## src/rtl/pe_ec_ctrl.sv

```systemverilog
// pe_ec_ctrl: sequences one binarized conv/pool layer through a single PE.
// For every filter f and pooled pixel (r,c) it requests a window (and the
// filter weights on the filter's first pixel), waits one evaluation cycle,
// captures the PE result and holds it on out_* until the sink accepts it.
// Ports:
//   clk, rst          clock, asynchronous active-high reset
//   start, busy, done layer start pulse, layer in progress, end-of-layer pulse
//   win_req/row/col   window fetch request and pooled coordinates
//   win_valid         window present on PE data_in
//   w_req, w_idx      weight fetch request and filter index
//   w_valid           weights present on PE weight_in
//   pe_data/pe_pindex PE binarized output and pooling index
//   out_valid/ready   result handshake; out_addr/data/pindex result payload
//   stall_cnt         cycles spent in WRITE with out_ready low
// Optional feature: define PE_EC_CTRL_STALL_CNT_EN to build the stall
// counter; otherwise stall_cnt is tied to zero.
module pe_ec_ctrl #(
    parameter int OUT_H        = 4,
    parameter int OUT_W        = 4,
    parameter int N_FILTER     = 8,
    parameter int PINDEX_WIDTH = 2
) (
    input  logic                                    clk,
    input  logic                                    rst,
    input  logic                                    start,
    output logic                                    busy,
    output logic                                    done,
    output logic                                    win_req,
    output logic [$clog2(OUT_H)-1:0]                win_row,
    output logic [$clog2(OUT_W)-1:0]                win_col,
    input  logic                                    win_valid,
    output logic                                    w_req,
    output logic [$clog2(N_FILTER)-1:0]             w_idx,
    input  logic                                    w_valid,
    input  logic                                    pe_data,
    input  logic [PINDEX_WIDTH-1:0]                 pe_pindex,
    output logic                                    out_valid,
    input  logic                                    out_ready,
    output logic [$clog2(OUT_H*OUT_W*N_FILTER)-1:0] out_addr,
    output logic                                    out_data,
    output logic [PINDEX_WIDTH-1:0]                 out_pindex,
    output logic [15:0]                             stall_cnt
);

    localparam int AW = $clog2(OUT_H*OUT_W*N_FILTER);
    localparam int RW = $clog2(OUT_H);
    localparam int CW = $clog2(OUT_W);
    localparam int FW = $clog2(N_FILTER);

    localparam logic [RW-1:0] R_MAX = RW'(OUT_H - 1);
    localparam logic [CW-1:0] C_MAX = CW'(OUT_W - 1);
    localparam logic [FW-1:0] F_MAX = FW'(N_FILTER - 1);

    typedef enum logic [2:0] {
        IDLE,
        FETCH,
        EVAL,
        WRITE,
        DONE
    } state_t;

    state_t                  state_q, state_d;
    logic [FW-1:0]           f_q, f_d;
    logic [RW-1:0]           r_q, r_d;
    logic [CW-1:0]           c_q, c_d;
    logic                    data_q, data_d;
    logic [PINDEX_WIDTH-1:0] pidx_q, pidx_d;

    logic first_px;
    logic last_c;
    logic last_r;
    logic last_f;

    assign first_px = (r_q == '0) && (c_q == '0);
    assign last_c   = (c_q == C_MAX);
    assign last_r   = (r_q == R_MAX);
    assign last_f   = (f_q == F_MAX);

    always_ff @(posedge clk or posedge rst) begin
        if (rst) begin
            state_q <= IDLE;
            f_q     <= '0;
            r_q     <= '0;
            c_q     <= '0;
            data_q  <= 1'b0;
            pidx_q  <= '0;
        end else begin
            state_q <= state_d;
            f_q     <= f_d;
            r_q     <= r_d;
            c_q     <= c_d;
            data_q  <= data_d;
            pidx_q  <= pidx_d;
        end
    end

    always_comb begin
        state_d   = state_q;
        f_d       = f_q;
        r_d       = r_q;
        c_d       = c_q;
        data_d    = data_q;
        pidx_d    = pidx_q;
        win_req   = 1'b0;
        w_req     = 1'b0;
        out_valid = 1'b0;
        done      = 1'b0;
        unique case (state_q)
            IDLE: begin
                if (start) begin
                    state_d = FETCH;
                    f_d     = '0;
                    r_d     = '0;
                    c_d     = '0;
                end
            end
            FETCH: begin
                win_req = 1'b1;
                // weights stay loaded in the PE for the rest of the filter
                w_req   = first_px;
                if (win_valid && (w_valid || !first_px)) begin
                    state_d = EVAL;
                end
            end
            EVAL: begin
                data_d  = pe_data;
                pidx_d  = pe_pindex;
                state_d = WRITE;
            end
            WRITE: begin
                out_valid = 1'b1;
                if (out_ready) begin
                    state_d = FETCH;
                    if (last_c) begin
                        c_d = '0;
                        if (last_r) begin
                            r_d = '0;
                            if (last_f) begin
                                f_d     = '0;
                                state_d = DONE;
                            end else begin
                                f_d = f_q + FW'(1);
                            end
                        end else begin
                            r_d = r_q + RW'(1);
                        end
                    end else begin
                        c_d = c_q + CW'(1);
                    end
                end
            end
            DONE: begin
                done    = 1'b1;
                state_d = IDLE;
            end
            default: begin
                state_d = IDLE;
            end
        endcase
    end

    assign busy       = (state_q != IDLE);
    assign win_row    = r_q;
    assign win_col    = c_q;
    assign w_idx      = f_q;
    assign out_data   = data_q;
    assign out_pindex = pidx_q;
    assign out_addr   = AW'(32'(f_q) * (OUT_H * OUT_W)
                          + 32'(r_q) * OUT_W
                          + 32'(c_q));

`ifdef PE_EC_CTRL_STALL_CNT_EN
    logic [15:0] stall_q;

    always_ff @(posedge clk or posedge rst) begin
        if (rst) begin
            stall_q <= '0;
        end else if (state_q == IDLE && start) begin
            stall_q <= '0;
        end else if (state_q == WRITE && !out_ready
                     && stall_q != 16'hFFFF) begin
            stall_q <= stall_q + 16'd1;
        end
    end

    assign stall_cnt = stall_q;
`else
    assign stall_cnt = 16'h0000;
`endif

endmodule

```

## config.mk

```make
export PLATFORM = sky130hd
export DESIGN_NAME = pe_ec_ctrl
export DESIGN_NICKNAME = d
export VERILOG_FILES = /design/src/rtl/pe_ec_ctrl.sv
export SDC_FILE = /design/constraint.sdc
export NUM_CORES = 1
export LEC_CHECK = 0
export ABC_AREA = 1
export ABC_CLOCK_PERIOD_IN_PS = 1500
export CORE_MARGIN = 2
export CORE_UTILIZATION = 36
export CTS_CLUSTER_DIAMETER = 80
export DETAILED_ROUTE_END_ITERATION = 8
export GPL_TIMING_DRIVEN = 0
export HOLD_SLACK_MARGIN = 0.02
export PLACE_DENSITY_LB_ADDON = 0.08
export SLEW_MARGIN = 10
export SYNTH_ARGS = -nofsm -noshare
export SYNTH_HDL_FRONTEND = slang
export SYNTH_SLANG_ARGS = --single-unit
export TNS_END_PERCENT = 20
```

## constraint.sdc

```tcl
create_clock -name clk -period 1.5 [get_ports clk]
set_clock_uncertainty 0.2 [all_clocks]
set_input_delay 0.375 -clock clk [delete_from_list [all_inputs] [get_ports clk]]
set_output_delay 0.375 -clock clk [all_outputs]
set_load 0.1 [all_outputs]
```

**Nets reached from selected ports**

Scale bar: 20 um.
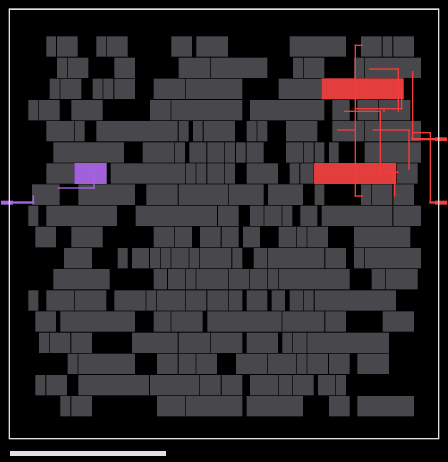
`pe_data`: marked purple, direction input, edge left, end cells 1, buffers 1, wire 9.70 um. `win_row`: marked red, direction output, edge right, end cells 2, buffers 4, wire 92.5 um.
number of top-level pins: 47
number of port buffers: 30

**Floorplan with the power grid**

Scale bar: 20 um. Pins as bars on the die edge.
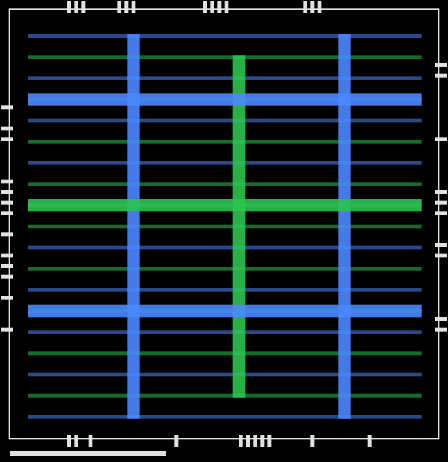
VDD: marked green. VSS: marked blue.
19 met1 rails follow the rows. The core has 18 rows. 3 straps on met4. 47 signal pins sit on the boundary. 3 straps on met5.
Die X: 55.0 um
placeable core area: 2480 um2

**Placement density heat map**

Scale bar: 20 um. The die is cut into 11 by 11 equal tiles; black is low, pale yellow is high, 0 to 100% covered.
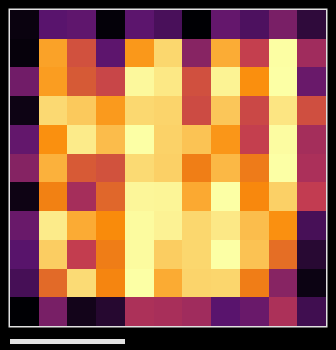
The mean over all tiles is 62%. 46% of the tiles are over 75% full. The emptiest ninth of the die: upper left. 3.3% of the tiles are nearly empty. The fullest tile reaches 100%. The densest ninth of the die: center.
end-of-flow core utilization: 76.8%
Pre-Place Util: 37.8%

==> flow_metrics.rpt <==
=== SYNTHESIS / PLACE & ROUTE SUMMARY ===
----------------------------------------------------
[Global route]
  Global-route wire length before repair ........................ 3740 um
  Antenna violations before repair ........................ 0
  Final global-route overflow total ........................ 0
  Largest net degree at the start of global routing ........................ 14
  Vias in the first global route ........................ 862
  Met1 capacity usage during global routing ........................ 20.3%
  GR Util met3 ........................ 3.23%
  Met2 track utilization from global routing ........................ 31.7%

[Clocking]
  TritonCTS Buffers ........................ 3
  Setup fix buffers added after clock tree synthesis ........................ 13
  Clock tree from TritonCTS ........................ done
  CTS clock-pin slew for the worst setup and hold paths ........................ 90 ps
  Clk Latency, worst-skew pair ........................ 300 ps
  Clk sink count ........................ 13
  Cells resized by post-CTS repair ........................ 190
  Number of levels in the clock H-tree ........................ 1
  Cell at the root of the clock tree ........................ sky130_fd_sc_hd__clkbuf_4
  Max clock buf depth ........................ 2
  Hold buffer count at CTS ........................ 0

[Worst setup path]
  R2R Path End ........................ w_idx[0]$_DFFE_PP0P_
  Delay of the slowest cell on the worst path ........................ 510 ps
  Reg2reg start ........................ w_idx[0]$_DFFE_PP0P_
  Kind of end point of the critical path ........................ primary output
  Data required time at the worst endpoint ........................ 920 ps
  Worst setup path start ........................ win_col[0]$_DFFE_PP0P_
  Cells traversed along the worst timing path ........................ inv_4 > ha_4 > nand2_4 > nor2_4 > buf_12
  CP endpoint ........................ w_req
  Highest-delay cell along the critical path ........................ sky130_fd_sc_hd__dfrtp_4
  Type of the worst setup path ........................ reg2out
  Cells on worst reg2reg path ........................ 6
  Crit path buf inv count ........................ 2
  Levels on crit path ........................ 5
  Worst setup slack for register-to-register paths ........................ -210 ps
  Largest fanout on the critical path ........................ 3
  Endpoint arrival time on the critical path ........................ 1380 ps
  Sort of element at the start of the critical path ........................ flop
  CP delay by family, top ........................ flip-flops

[Logic synthesis]
  Number of warning messages in the yosys log ........................ 0
  Total standard cell area after synthesis ........................ 937 um2
  Share of synthesized area occupied by flip-flops and latches ........................ 34.7%
  Biggest area consumer among synthesized cells ........................ sky130_fd_sc_hd__dfrtp_1
  Post-synthesis average cell area ........................ 7.81 um2
  Cell area leaders ........................ sky130_fd_sc_hd__dfrtp_1 35%, sky130_fd_sc_hd__buf_4 18%, sky130_fd_sc_hd__nand2_1 12%
  Main combinational cell family by area after synthesis ........................ simple AND/OR/NAND/NOR gates
  Number of standard cells after synthesis ........................ 120
  MUX area fraction ........................ 3.60%
  Simple share ........................ 24.7%
  Top cell type's share of synthesized area ........................ 34.7%
  Register bit total from synthesis ........................ 13
  Ranking of synthesized cells by instance count ........................ 29 x sky130_fd_sc_hd__nand2_1, 23 x sky130_fd_sc_hd__buf_4, 14 x sky130_fd_sc_hd__inv_1
  Main flop type ........................ sky130_fd_sc_hd__dfrtp_1
  Async S/R FF share, synth ........................ 100%
  Compound Share, Synth ........................ 4.14%
  Adder and majority gate portion of the synthesized area ........................ 8.01%
  Xor-xnor portion of the synthesized cell area ........................ 0%
  Number of cells in Yosys stat ........................ 120
  Total cell area reported by yosys after synthesis ........................ 937 um2
  Tally of unique sky130hd cells used after synthesis ........................ 18
  Number of enable flip-flop cells ........................ 0
  Most frequently used cell type in the post-synthesis netlist ........................ sky130_fd_sc_hd__nand2_1

[Routing]
  Iter 0 DRT Violations ........................ 19
  DRC viols ........................ 0
  Initial DRT Pass Iterations ........................ 4
  Via Count ........................ 982
  Final routed wirelength across all metal layers ........................ 2610 um
  Highest layer used for signal routing ........................ met4
  Length of routed met3 wiring ........................ 149 um
  Wire length on met2 ........................ 1450 um
  Number of antenna-violating nets in the routed design ........................ 0

[Final timing]
  Count of pins over their slew limit ........................ 0
  Setup repair after global routing missed its margin ........................ true
  Accumulated negative setup slack ........................ -5610 ps
  Measured slew at the worst slew-check pin ........................ 531 ps
  Min Tclk post-route ........................ 1950 ps
  Max-slew headroom at the worst pin ........................ 64.5%
  Worst-case setup margin in the final layout ........................ -453 ps
  Post-route fraction of the period consumed by the critical path ........................ 130%
  Post-Route Hold Slack ........................ 205 ps
  Hold Vio Cnt, Final ........................ 0
  # setup viols final ........................ 32

[Cells and area]
  Final cell count without fillers ........................ 220
  Diode insertion count for antenna repair ........................ 0
  Combined area of the multi-input logic cells ........................ 593 um2
  Seq. cell area ........................ 353 um2
  Fill cells ........................ 180
  Share of final-layout standard cells stronger than drive strength 1 ........................ 60.5%
  Number of nets at the end of the flow ........................ 206
  Most used logic cell in the final layout ........................ sky130_fd_sc_hd__buf_4
  Area growth, synth to finish ........................ 103%
  Most used cells in the layout excluding fill and tap cells ........................ 35 x sky130_fd_sc_hd__buf_4, 18 x sky130_fd_sc_hd__nand2_1, 16 x sky130_fd_sc_hd__conb_1

[Job]
  Number of OpenROAD warnings ........................ 31
  Maximum Capacitance Violations ........................ 0

[Place]
  Post-DP HPWL ........................ 1640 um
  Cell Count Post-Placement ........................ 195
  Final weighted congestion of routability-driven global placement ........................ 0.800
  Placed cell areas ........................ 1450 um2
  Worst-case setup slack after placement ........................ -1080 ps

[Hold path]
  Min-delay worst type ........................ in2async

[Floorplanning]
  Total die size ........................ 3030 um2

[Outcome]
  Status ........................ finished with violations
  Violated checks ........................ setup timing

----------------------------------------------------
**Cell classes on the final placement**

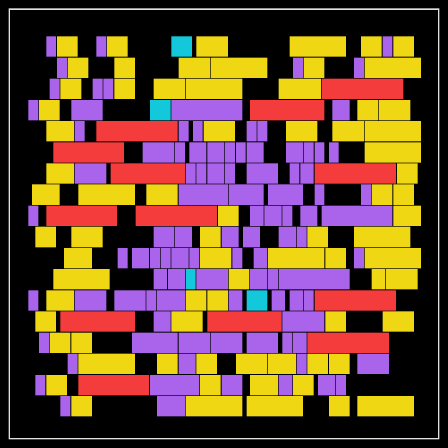
all other logic: marked purple, cells 99, share of their area 36%. flip-flops: marked red, cells 13, share of their area 19%. clock drivers and dummy loads: marked cyan, cells 4, share of their area 1.4%. other buffers and delay cells: marked yellow, cells 74, share of their area 44%.
share of the final layout cell area in sequential cells: 18.5%
Finished Cell Area: 1900 um2
Std-Cell Rows: 18

**Routing congestion**

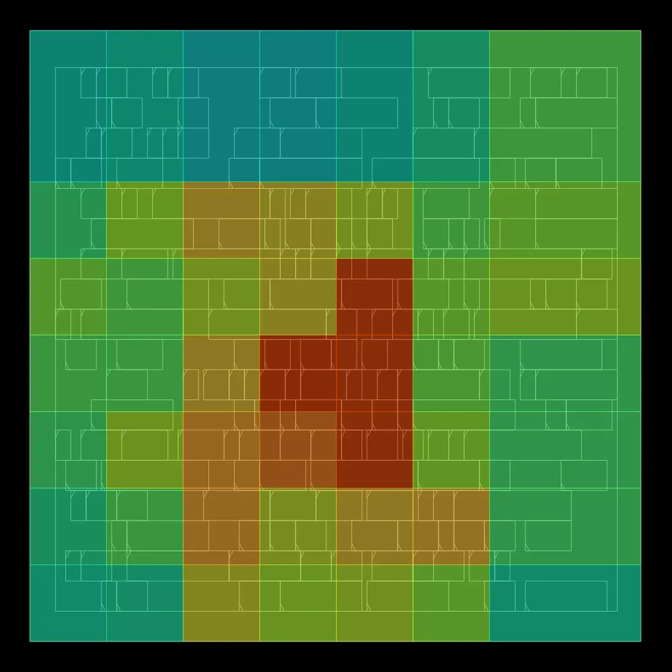
overall routing resource usage: 17.8%
highest-utilization routing layer at the global route stage: met2
WL per Instance: 11.9 um

==> cell type report <==
type                    instances  share of cell area [%]
clock buffers                   4                    1.38
well taps                      30                    1.97
multi-input cells              84                    31.2
repair buffers                 51                    33.1
inverters                      15                    3.81
plain buffers                  23                    10.1
flip-flops and latches         13                    18.5
==> state kept, by name (all words and copies together), names as in the netlist <==
| register | cells |
|---|---|
| w_idx | 3 |
| out_pindex | 2 |
| win_row | 2 |
| state_q | 3 |
| out_data | 1 |
| win_col | 2 |
